<file path="src/rtl/neuron_weight_loader_if.sv">
// Host-to-loader weight stream: valid/ready handshake with data and end-of-load marker.
interface neuron_weight_loader_if #(
    parameter int DATA_W = 16
);
    logic              s_valid;
    logic              s_ready;
    logic [DATA_W-1:0] s_data;
    logic              s_last;

    modport master (output s_valid, s_data, s_last, input s_ready);
    modport slave  (input s_valid, s_data, s_last, output s_ready);
endinterface

</file>
<file path="src/rtl/neuron_weight_loader.sv">
// Streams a weight set into the output neuron, then pulses en on request and captures its score.
module neuron_weight_loader #(
    parameter int DATA_W    = 16,
    parameter int N_WEIGHTS = 3,
    parameter int ADDR_W    = 2
) (
    input  logic                   clk,
    input  logic                   rst_n,
    neuron_weight_loader_if.slave  host,
    input  logic                   start,
    input  logic                   reload,
    output logic                   wen,
    output logic [ADDR_W-1:0]      weight_addr,
    output logic [DATA_W-1:0]      weight_in,
    output logic                   en,
    input  logic [DATA_W-1:0]      score_in,
    output logic [DATA_W-1:0]      score_out,
    output logic                   score_valid,
    output logic                   load_done,
    output logic                   busy,
    output logic                   err
);

    typedef enum logic [2:0] {
        S_IDLE, S_LOAD, S_DRAIN, S_LOADED, S_RUN, S_WAIT
    } state_t;

    localparam logic [ADDR_W-1:0] LAST_IDX = ADDR_W'(N_WEIGHTS - 1);

    state_t            state, state_nx;
    logic [ADDR_W-1:0] count, count_nx;
    logic              wr_nx;
    logic              err_set;
    logic              beat;

    // Control outputs are pure state decodes so a reset drops them without waiting for a clock.
    assign host.s_ready = (state inside {S_IDLE, S_LOAD, S_DRAIN});
    assign beat         = host.s_valid && host.s_ready;
    assign en           = (state == S_RUN);
    assign busy         = (state inside {S_RUN, S_WAIT});
    assign load_done    = (state == S_LOADED);

    always_comb begin
        // NOTE: every signal gets a default first so no path leaves it unassigned (no latch).
        state_nx = state;
        count_nx = count;
        wr_nx    = 1'b0;
        err_set  = 1'b0;
        case (state)
            S_IDLE, S_LOAD: begin
                if (beat) begin
                    wr_nx = 1'b1;
                    if (count == LAST_IDX) begin
                        count_nx = '0;
                        if (host.s_last) begin
                            state_nx = S_LOADED;
                        end else begin
                            state_nx = S_DRAIN;
                            err_set  = 1'b1;
                        end
                    end else if (host.s_last) begin
                        count_nx = '0;
                        state_nx = S_IDLE;
                        err_set  = 1'b1;
                    end else begin
                        count_nx = count + 1'b1;
                        state_nx = S_LOAD;
                    end
                end
            end
            // Overlong load: swallow the remainder of the frame without writing.
            S_DRAIN:  if (beat && host.s_last) state_nx = S_IDLE;
            S_LOADED: begin
                if (reload)     state_nx = S_IDLE;
                else if (start) state_nx = S_RUN;
            end
            S_RUN:    state_nx = S_WAIT;
            S_WAIT:   state_nx = S_LOADED;
            default:  state_nx = S_IDLE;
        endcase
    end

    // NOTE: sequential state uses non-blocking assignments so all registers update together.
    always_ff @(posedge clk or negedge rst_n) begin
        if (!rst_n) begin
            state <= S_IDLE;
            count <= '0;
        end else begin
            state <= state_nx;
            count <= count_nx;
        end
    end

    always_ff @(posedge clk or negedge rst_n) begin
        if (!rst_n) begin
            wen         <= 1'b0;
            weight_addr <= '0;
            weight_in   <= '0;
            score_out   <= '0;
            score_valid <= 1'b0;
            err         <= 1'b0;
        end else begin
            wen <= wr_nx;
            if (wr_nx) begin
                weight_addr <= count;
                weight_in   <= host.s_data;
            end
            // The neuron presents its score during WAIT; publish it one cycle later.
            if (state == S_WAIT) score_out <= score_in;
            score_valid <= (state == S_WAIT);
            err         <= err | err_set;
        end
    end

endmodule

</file>
<file path="src/flat_wrapper.sv">
// flat-port wrapper written by rule: the top's interface ports become plain ports
module neuron_weight_loader_flat 
#(
    parameter int DATA_W    = 16,
    parameter int N_WEIGHTS = 3,
    parameter int ADDR_W    = 2
)
  (clk, rst_n, start, reload, wen, weight_addr, weight_in, en, score_in, score_out, score_valid, load_done, busy, err, host_s_valid, host_s_data, host_s_last, host_s_ready);
  neuron_weight_loader_if #(.DATA_W(DATA_W)) host_i ();
  input  logic clk;
  input  logic rst_n;
  input  logic start;
  input  logic reload;
  output logic wen;
  output logic [ADDR_W-1:0] weight_addr;
  output logic [DATA_W-1:0] weight_in;
  output logic en;
  input  logic [DATA_W-1:0] score_in;
  output logic [DATA_W-1:0] score_out;
  output logic score_valid;
  output logic load_done;
  output logic busy;
  output logic err;
  input wire logic [$bits(host_i.s_valid)-1:0] host_s_valid;
  input wire logic [$bits(host_i.s_data)-1:0] host_s_data;
  input wire logic [$bits(host_i.s_last)-1:0] host_s_last;
  output wire logic [$bits(host_i.s_ready)-1:0] host_s_ready;
  assign host_i.s_valid = host_s_valid;
  assign host_i.s_data = host_s_data;
  assign host_i.s_last = host_s_last;
  assign host_s_ready = host_i.s_ready;
  neuron_weight_loader #(.DATA_W(DATA_W), .N_WEIGHTS(N_WEIGHTS), .ADDR_W(ADDR_W)) u_core (.clk(clk), .rst_n(rst_n), .host(host_i), .start(start), .reload(reload), .wen(wen), .weight_addr(weight_addr), .weight_in(weight_in), .en(en), .score_in(score_in), .score_out(score_out), .score_valid(score_valid), .load_done(load_done), .busy(busy), .err(err));
endmodule
</file>
<file path="config.mk">
export PLATFORM = sky130hd
export DESIGN_NAME = neuron_weight_loader_flat
export DESIGN_NICKNAME = d
export VERILOG_FILES = /design/src/rtl/neuron_weight_loader_if.sv /design/src/rtl/neuron_weight_loader.sv /design/src/flat_wrapper.sv
export SDC_FILE = /design/constraint.sdc
export NUM_CORES = 1
export LEC_CHECK = 0
export CORE_UTILIZATION = 40
export DETAILED_ROUTE_END_ITERATION = 8
export PLACE_DENSITY = 0.78
export REMOVE_ABC_BUFFERS = 1
export SYNTH_ARGS = -nofsm -noshare
export SYNTH_HDL_FRONTEND = slang
export SYNTH_SLANG_ARGS = --single-unit
</file>
<file path="constraint.sdc">
create_clock -name clk -period 1.7 [get_ports clk]
set_input_delay 0.34 -clock clk [delete_from_list [all_inputs] [get_ports clk]]
set_output_delay 0.34 -clock clk [all_outputs]
set_load 0.01 [all_outputs]
</file>
run_1/layer_met1.png
Scale bar: 20 um. Cells faint in the background.
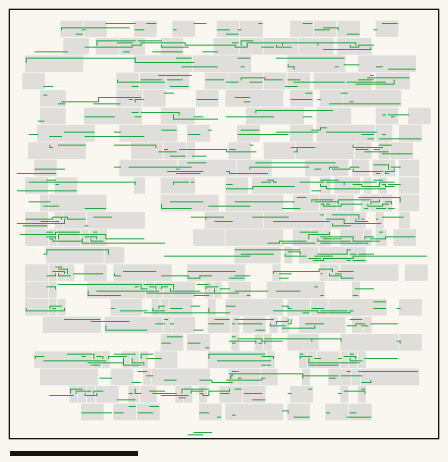
- nets with wire on the layer: 235
- longest straight run: 17.0 um
- wire length on this layer: 1,500 um
- main direction: horizontal

run_1/layer_met2.png
Scale bar: 20 um. Cells faint in the background.
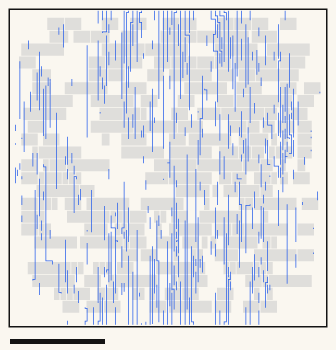
- share of all routed wire: 51%
- main direction: vertical
- nets with wire on the layer: 229
- longest straight run: 32.6 um
- wire length on this layer: 1,770 um

==> metrics.cfg, run 1 <==
[final_timing]
finalMaxSlewViolations=0
tightest_slew_ps=510
finalSetupViolCount=0

[power_and_ir_drop]
finalPower_uw=4080
p_per_area_nw_per_um2=1530
ir_worst_vdd_mv=0.812

[status]
status=finished clean

[grt]
grt_busiest_layer=met2
grt-ovfl-total=0
grt_max_degree=43
grt_use_met1_pct=20.7
grt_pass1_wl_um=5820
use_met2_pct=30.9

[floorplan]
die_area_sq_um=4470
coreArea_sq_um=4030
fp-row-count=23
fp_util_pct=41.8
die_h_um=66.9

[clock_tree]
cts_buffers=5
clk_latency_ps=290
clock_tree.root_cell=clkbuf_8
cts_tree=yes

[layout]
final_layout_size_suffix_gt1_share_pct=17.4
fill_cells=325

[synthesis]
avgSynthCellArea_sq_um=11.6
synth_top_area_share_pct=62.5
synth.cell_area_sq_um=1680
async_reset_ff_share_pct=100
yosys_register_bits=42
yosys_cells=145
synth_cells=145

[critical_path]
worstSetupStartpoint=u_core.state[1]
max_stage_delay_ps=460
cp_top_family=flip-flops
reg2reg_depth=5
start_kind=flop
worstSetupPathType=reg -> out

[worst_hold_path]
hold_path_class=in -> async

[job]
tool_warnings=25

[placement]
dp_slack_ps=39.5
port_buffers=78

run_1/layer_met3.png
Scale bar: 20 um. Cells faint in the background.
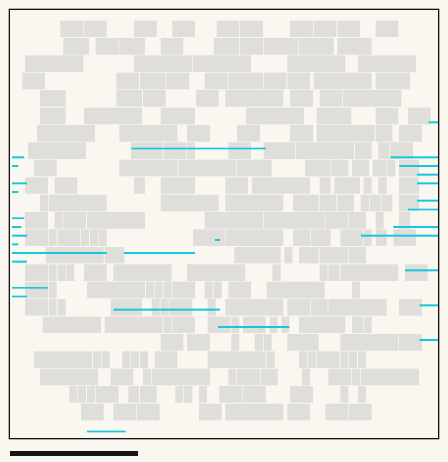
- main direction: horizontal
- wire length on this layer: 155 um
- nets with wire on the layer: 26
- share of all routed wire: 4.5%
- longest straight run: 20.7 um
met3 global-route usage: 5.65%
Post-Route WL: 3480 um
via count: 1,304

==> run 1: layout by cell type, fill, tap and decap left out, types with 2 or more instances in the layout <==
cell	instances
inv_1	4
nor2_1	2
mux2_2	8
a21oi_1	3
clkdlybuf4s50_1	73
dlygate4sd2_1	3
nand2_1	55
buf_12	2
clkbuf_8	5
mux2_4	9
o21ai_0	3
dfrtp_1	41
buf_4	7
a21o_1	2
==> run 1: where the power goes <==
group	switching (uW)	internal [uW]	total [uW]	leakage, uW
clock network	347	288	635	0.0000441
logic	701	1130	1830	0.000732
registers	221	1390	1610	0.000507
total	1270	2810	4080	0.00128
==> run 1: area by class of cell <==
| cell class | count | area [sq um] | area share (%) |
|---|---|---|---|
| Sequential cell | 42 | 1050 | 39.5 |
| Inverter | 5 | 18.8 | 0.704 |
| Tap cell | 50 | 62.6 | 2.35 |
| Multi-Input combinational cell | 93 | 583 | 21.9 |
| Clock inverter | 3 | 21.3 | 0.798 |
| Timing Repair Buffer | 87 | 860 | 32.2 |
| Clock buffer | 5 | 68.8 | 2.58 |
==> run 1: kinds of logic after synthesis <==
| logic type | after synthesis | share of synthesized area, % |
|---|---|---|
| buffers and inverters | 10 | 3.20 |
| muxes | 18 | 14.0 |
| xor gates and xnor gates | 1 | 0.521 |
| DFF | 42 | 62.5 |
| and+or+nand+nor | 63 | 15.5 |
| AOI/OAI and AO/OA | 10 | 3.64 |
| adders and majority gates | 1 | 0.743 |
==> run 1: flip-flops by register name (all words and copies together) (netlist names) <==
| signal | flops |
|---|---|
| u_core.score_valid | 1 |
| u_core.weight_addr | 2 |
| u_core.weight_in | 16 |
| u_core.state | 3 |
| u_core.err | 1 |
| u_core.score_out | 16 |
| u_core.wen | 1 |
| u_core.count | 2 |
==> run 1: repair_timing <==
item / 4_1_cts / 5_1_grt
resized: 7 / 1
buffers inserted: 2 / 0
hold buffers: 0 / 0
endpoints found under the setup margin: 4 / 1
==> run 1: through the flow <==
stage	std cells	cell area [sq um]	util, %
final	285	2670	66.2
after global routing	285	2670	66.2
after CTS	285	2670	66.3
after detailed placement	275	2560	63.6
after global placement	275	2560	63.6
after floorplan	140	1650	-
==> run 1: path summary, 6_finish.rpt <==
check	endpoint	slack (ps)
setup / recovery	host_s_ready	120
hold / removal	u_core.weight_in[11]	100
setup reg to reg	u_core.state[0]	270
hold reg to reg	u_core.weight_in[0]	470
max in group asynchronous	u_core.state[1]	1230
min in group clk	u_core.weight_in[0]	470
==> run 1: metal layers <==
metal	wire length [um]	vias to the layer above
met5	0	-
met4	55	0
met3	154	6
met2	1770	31
met1	1500	620
li1	-	647
==> run 1: worst reg2reg max path, cell delays in order (launching register included) <==
cell and delay [ps]:
dfrtp_2 460, buf_4 160, inv_1 60, o21ai_0 80
a21oi_1 210, mux2_2 360
==> run 2: changes to the inputs <==
--- a/config.mk
+++ b/config.mk
@@ -9,6 +9,7 @@
 export DETAILED_ROUTE_END_ITERATION = 8
 export PLACE_DENSITY = 0.78
 export REMOVE_ABC_BUFFERS = 1
+export SLEW_MARGIN = 20
 export SYNTH_ARGS = -nofsm -noshare
 export SYNTH_HDL_FRONTEND = slang
 export SYNTH_SLANG_ARGS = --single-unit
run_2/layer_met2.png
Scale bar: 20 um. Cells faint in the background.
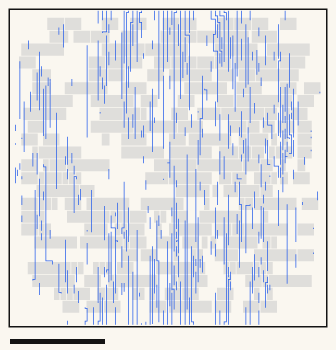
- longest straight run: 32.6 um
- wire length on this layer: 1,770 um
- share of all routed wire: 51%
- main direction: vertical

run_2/layer_met1.png
Scale bar: 20 um. Cells faint in the background.
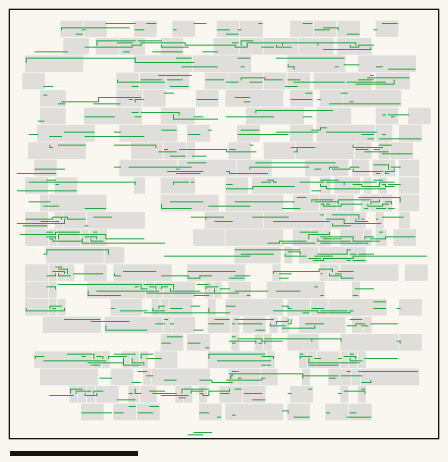
- nets with wire on the layer: 235
- wire length on this layer: 1,500 um

==> run 2 against run 1 <==
  * Routed wire length stayed put
  * Fmax stayed put
  * Design area stayed put
  * Combinational power hardly changed
  * Clock skew stayed put
  * First-iteration DRC count stayed put
  * Die size stayed put
  * Critical path type unchanged
  * Largest power group unchanged
  * Highest routed layer unchanged
==> metrics.cfg, run 2 <==
[floorplan]
coreArea_sq_um=4030
fp-row-count=23
fp_util_pct=41.8

[final_timing]
tightest_slew_ps=510
finalMaxSlewViolations=0
finalSetupViolCount=0

[layout]
final_layout_size_suffix_gt1_share_pct=17.4
lay_top_count=clkdlybuf4s50_1
postLayoutCoreUtil_pct=66.2
lay_top_cells=clkdlybuf4s50_1, nand2_1, dfrtp_1
flop_area_sq_um=1050
fill_cells=325
comb_area_sq_um=583

[detailed_routing]
wl_um=3480

[power_and_ir_drop]
switching_share_pct=31.1
p_per_area_nw_per_um2=1530
switching_power_uw=1270
p_seq_share_pct=39.6
combPwrFrac_pct=44.8

[synthesis]
synth_cells=145
xor_share_pct=0.520
yosys_register_bits=42
avgSynthCellArea_sq_um=11.6
logic_family=simple AND/OR/NAND/NOR gates
compound_area_share_pct=3.64

[grt]
grt-ovfl-total=0
grt_max_degree=43

[critical_path]
max_stage_delay_ps=460
start_kind=flop

[clock_tree]
clk_latency_ps=290
cts_tree=yes
cts_buffers=5

[placement]
port_buffers=78

[worst_hold_path]
hold_path_class=in -> async

[status]
status=finished clean

[run 2: cell counts in the layout (fill, tap and decap cells not counted)]
No cell type changed its count.
[run 2: final timing paths]
path                       slack [ps]                   end  depth (start not counted)                 from
max                               120          host_s_ready                          3      u_core.state[1]
min                               100  u_core.weight_in[11]                          2                rst_n
max reg2reg                       270       u_core.state[0]                          5      u_core.state[1]
min reg2reg                       470   u_core.weight_in[0]                          2  u_core.weight_in[0]
max in group asynchronous        1230       u_core.state[1]                          2                rst_n
min in group clk                  470   u_core.weight_in[0]                          2  u_core.weight_in[0]
[run 2: area by class of cell]
type / count / area share (%)
Inverter: 5 / 0.704
Multi-Input combinational cell: 93 / 21.9
Sequential cell: 42 / 39.5
Clock inverter: 3 / 0.798
Clock buffer: 5 / 2.58
Timing Repair Buffer: 87 / 32.2
Tap cell: 50 / 2.35
[run 2: logic make-up (layout without fill, tap and decap cells)]
family / Yosys count / in the layout
AND-OR/OR-AND: 10 / 10
XOR/XNOR: 1 / 1
adder cells (fa/ha/maj): 1 / 1
buffers and inverters: 10 / 100
flip-flops: 42 / 42
multiplexers: 18 / 18
AND/OR/NAND/NOR: 63 / 63
[run 2: worst max-delay path: cells and delay by family (launching register included)]
kind,cells,cell delay (ps)
flip-flops,1,460
buffers and inverters,2,320
AND-OR/OR-AND,1,180
[run 2: repair_timing]
item                       4_1_cts  5_1_grt
resized                          7        1
gates cloned                     0        0
buffers inserted                 2        0
setup endpoints to repair        4        1
[run 2: through the flow]
stage	setup slack [ps]	power, uW	cells	cell area [sq um]
finish	120	4080	285	2670
global route	36.7	4360	285	2670
CTS	17.7	4130	285	2670
detailed placement	39.5	3450	275	2560
global placement	66.3	3410	275	2560
floorplan	135	2380	140	1650
[run 2: layer usage]
layer / track usage (%) / part of all wire (%)
met1: 20.7 / 43
met2: 30.9 / 51
met3: 5.65 / 4.4
met4: 6.38 / 1.6
met5: 0 / 0
[run 2: power by group through the flow]
| stage | clock network (uW) | registers [uW] | logic (uW) |
|---|---|---|---|
| 2_1_floorplan | 0 | 1800 | 579 |
| 3_3_place_gp | 0 | 1620 | 1790 |
| 3_5_place_dp | 0 | 1640 | 1820 |
| 4_1_cts | 658 | 1620 | 1850 |
| 5_1_grt | 696 | 1670 | 2000 |
| 6_report | 635 | 1610 | 1830 |
run_2/io_placement.png
Scale bar: 20 um. Pins as bars across the die edge, other pins in grey.
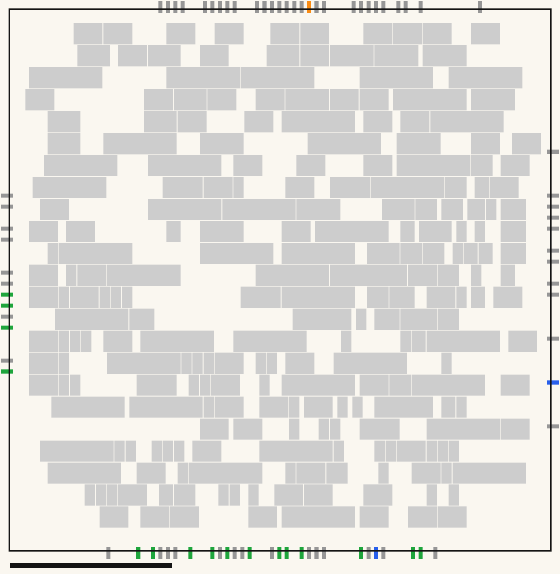

==> run 3: changes to the inputs <==
--- a/config.mk
+++ b/config.mk
@@ -5,9 +5,10 @@
 export SDC_FILE = /design/constraint.sdc
 export NUM_CORES = 1
 export LEC_CHECK = 0
-export CORE_UTILIZATION = 40
+export CORE_UTILIZATION = 42
+export CTS_BUF_LIST = sky130_fd_sc_hd__clkbuf_8
 export DETAILED_ROUTE_END_ITERATION = 8
-export PLACE_DENSITY = 0.78
+export PLACE_DENSITY = 0.82
 export REMOVE_ABC_BUFFERS = 1
 export SLEW_MARGIN = 20
 export SYNTH_ARGS = -nofsm -noshare
run_3/io_placement.png
Scale bar: 20 um. Pins as bars across the die edge, other pins in grey.
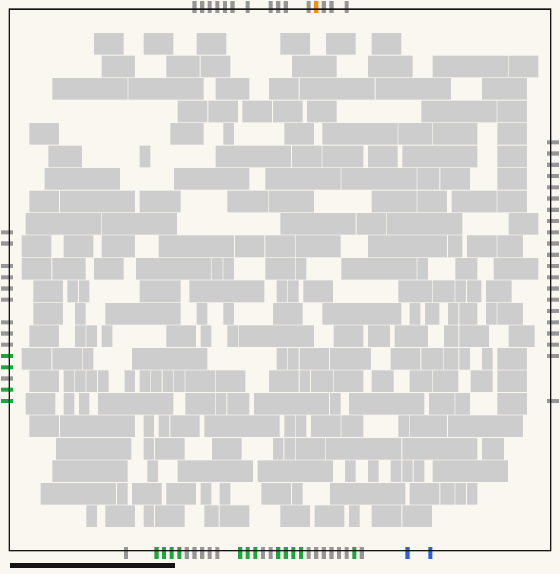
- `host_s_data`: green (pins 16; direction input; edge 12 bottom, 4 left)
- `score_valid`: orange (pins 1; direction output; edge top)
- `weight_addr`: blue (pins 2; direction output; edge bottom)
- all pins by edge: 29 bottom, 21 right, 15 top, 14 left

==> run 3 against run 2 <==
  * Global-route usage is 1.2 points higher
  * Fmax fell by 2.8%
  * Core utilization increased by 3.9 points
  * Count of clock-buffer cells in the layout did not move
  * Total power shrank 1.9%
  * Combinational power down 2%
  * Clock power shrank about 10%
  * Via count is 0.69% higher
  * Sequential share of layout area up 0.71 points
  * Register-to-register slack got worse by 30 ps
  * Clock skew rose by 4.2 ps
  * Non-clock buffer count fell by 1
  * Largest cell class unchanged
==> metrics.cfg, run 3 <==
[final_timing]
tightest_slew_ps=505
finalWorstSetupSlack_ps=74.1
finalSetupViolCount=0

[critical_path]
r2r_start=u_core.state[1]
worstSetupStartpoint=u_core.state[2]
cp_top_family=buffers and inverters
r2r_slack_ps=240
start_kind=flop
worstSetupPathType=reg -> out

[clock_tree]
clk_latency_ps=280
clock_tree.root_cell=clkbuf_8
cts_tree=yes
cts_buffers=5

[power_and_ir_drop]
p_per_area_nw_per_um2=1520
pwr-share-clk_pct=14.3
p_seq_share_pct=40.9
combPwrFrac_pct=44.8
intPower_uw=2750
switching_power_uw=1250
switching_share_pct=31.2

[placement]
dp_cells=273
dp_slack_ps=64.3
port_buffers=78
placed_area_sq_um=2540

[synthesis]
yosys_register_bits=42
async_reset_ff_share_pct=100
synth_top_area_share_pct=62.5
synth.cell_area_sq_um=1680
yosys_cells=145
synth_cells=145
avgSynthCellArea_sq_um=11.6

[grt]
grt_use_met1_pct=22.7
grt_use_met3_pct=2.60
use_met2_pct=34.0
grt_max_degree=43
grt_busiest_layer=met2

[detailed_routing]
dr_total_vias=1313
wl_um=3910

[layout]
fin_area_sq_um=2620
lay_top_count=clkdlybuf4s50_1
lay_top_cells=clkdlybuf4s50_1, nand2_1, dfrtp_1

[floorplan]
fp_util_pct=45.0
die_area_sq_um=4260
coreArea_sq_um=3740

[job]
tool_warnings=25

[status]
status=finished clean

run_3/layer_met1.png
Scale bar: 20 um. Cells faint in the background.
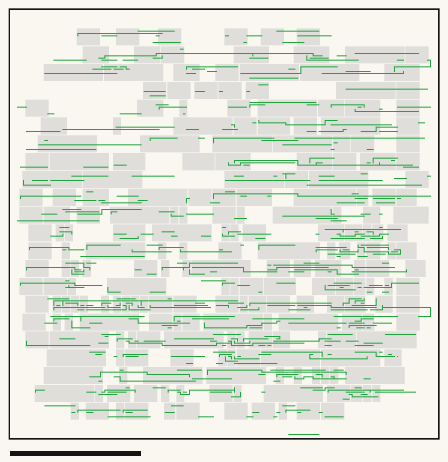
- nets with wire on the layer: 231
- share of all routed wire: 42%

run 3: cell counts after synthesis:
Identical to the previous run, type by type.
run 3: metal layers:
layer	vias to the layer above	share of wire, %	wire length [um]
met4	0	1.6	63
met1	624	42	1660
met5	-	0	0
met2	41	52	2020
met3	4	4.4	171
li1	644	-	-
run 3: power groups by stage:
| stage | registers [uW] | clock network [uW] | logic (uW) |
|---|---|---|---|
| global placement | 1620 | 0 | 1760 |
| CTS | 1640 | 585 | 1820 |
| floorplan | 1800 | 0 | 579 |
| global route | 1680 | 631 | 1920 |
| finish | 1640 | 571 | 1790 |
| detailed placement | 1640 | 0 | 1800 |
run 3: cell families (layout without fill, tap and decap cells):
logic type | count (synthesis) | in the layout | share of synthesized area, %
and+or+nand+nor | 63 | 63 | 15.5
DFF | 42 | 42 | 62.5
muxes | 18 | 18 | 14.0
AOI/OAI and AO/OA | 10 | 10 | 3.64
buffers and inverters | 10 | 98 | 3.20
adders and majority gates | 1 | 1 | 0.743
xor gates and xnor gates | 1 | 1 | 0.521
run 3: final timing paths:
kind,end,cells after the start
hold / removal,u_core.weight_in[7],2
setup reg to reg,u_core.weight_in[11],7
hold reg to reg,u_core.weight_in[6],2
min in group clk,u_core.weight_in[6],2
max in group asynchronous,u_core.state[1],2
setup / recovery,host_s_ready,3
run 3: timing repair:
item / in CTS / in global routing
endpoints found under the setup margin: 4 / 0
gates resized: 7 / 0
setup buffers: 1 / 0
run 3: per-stage QoR:
stage / util, % / hold WS [ps]
floorplan: - / 44.4
global placement: 67.7 / 437
detailed placement: 67.7 / 451
CTS: 70.1 / 141
global route: 70.1 / 156
finish: 70.1 / 112
run 3: worst reg2reg max path: cells and delay by family, from the launching register on:
family	cells	cell delay, ps
flip-flops	1	460
buffers and inverters	3	510
AND/OR/NAND/NOR	4	430
run 3: cell type report:
type | count | area [sq um]
Timing Repair Buffer | 86 | 831
Inverter | 5 | 18.8
Sequential cell | 42 | 1050
Clock buffer | 5 | 68.8
Clock inverter | 2 | 7.51
Multi-Input combinational cell | 93 | 583
Tap cell | 48 | 60.1
Fill cell | 304 | 1120
Power is estimated from default activity; no workload was simulated.
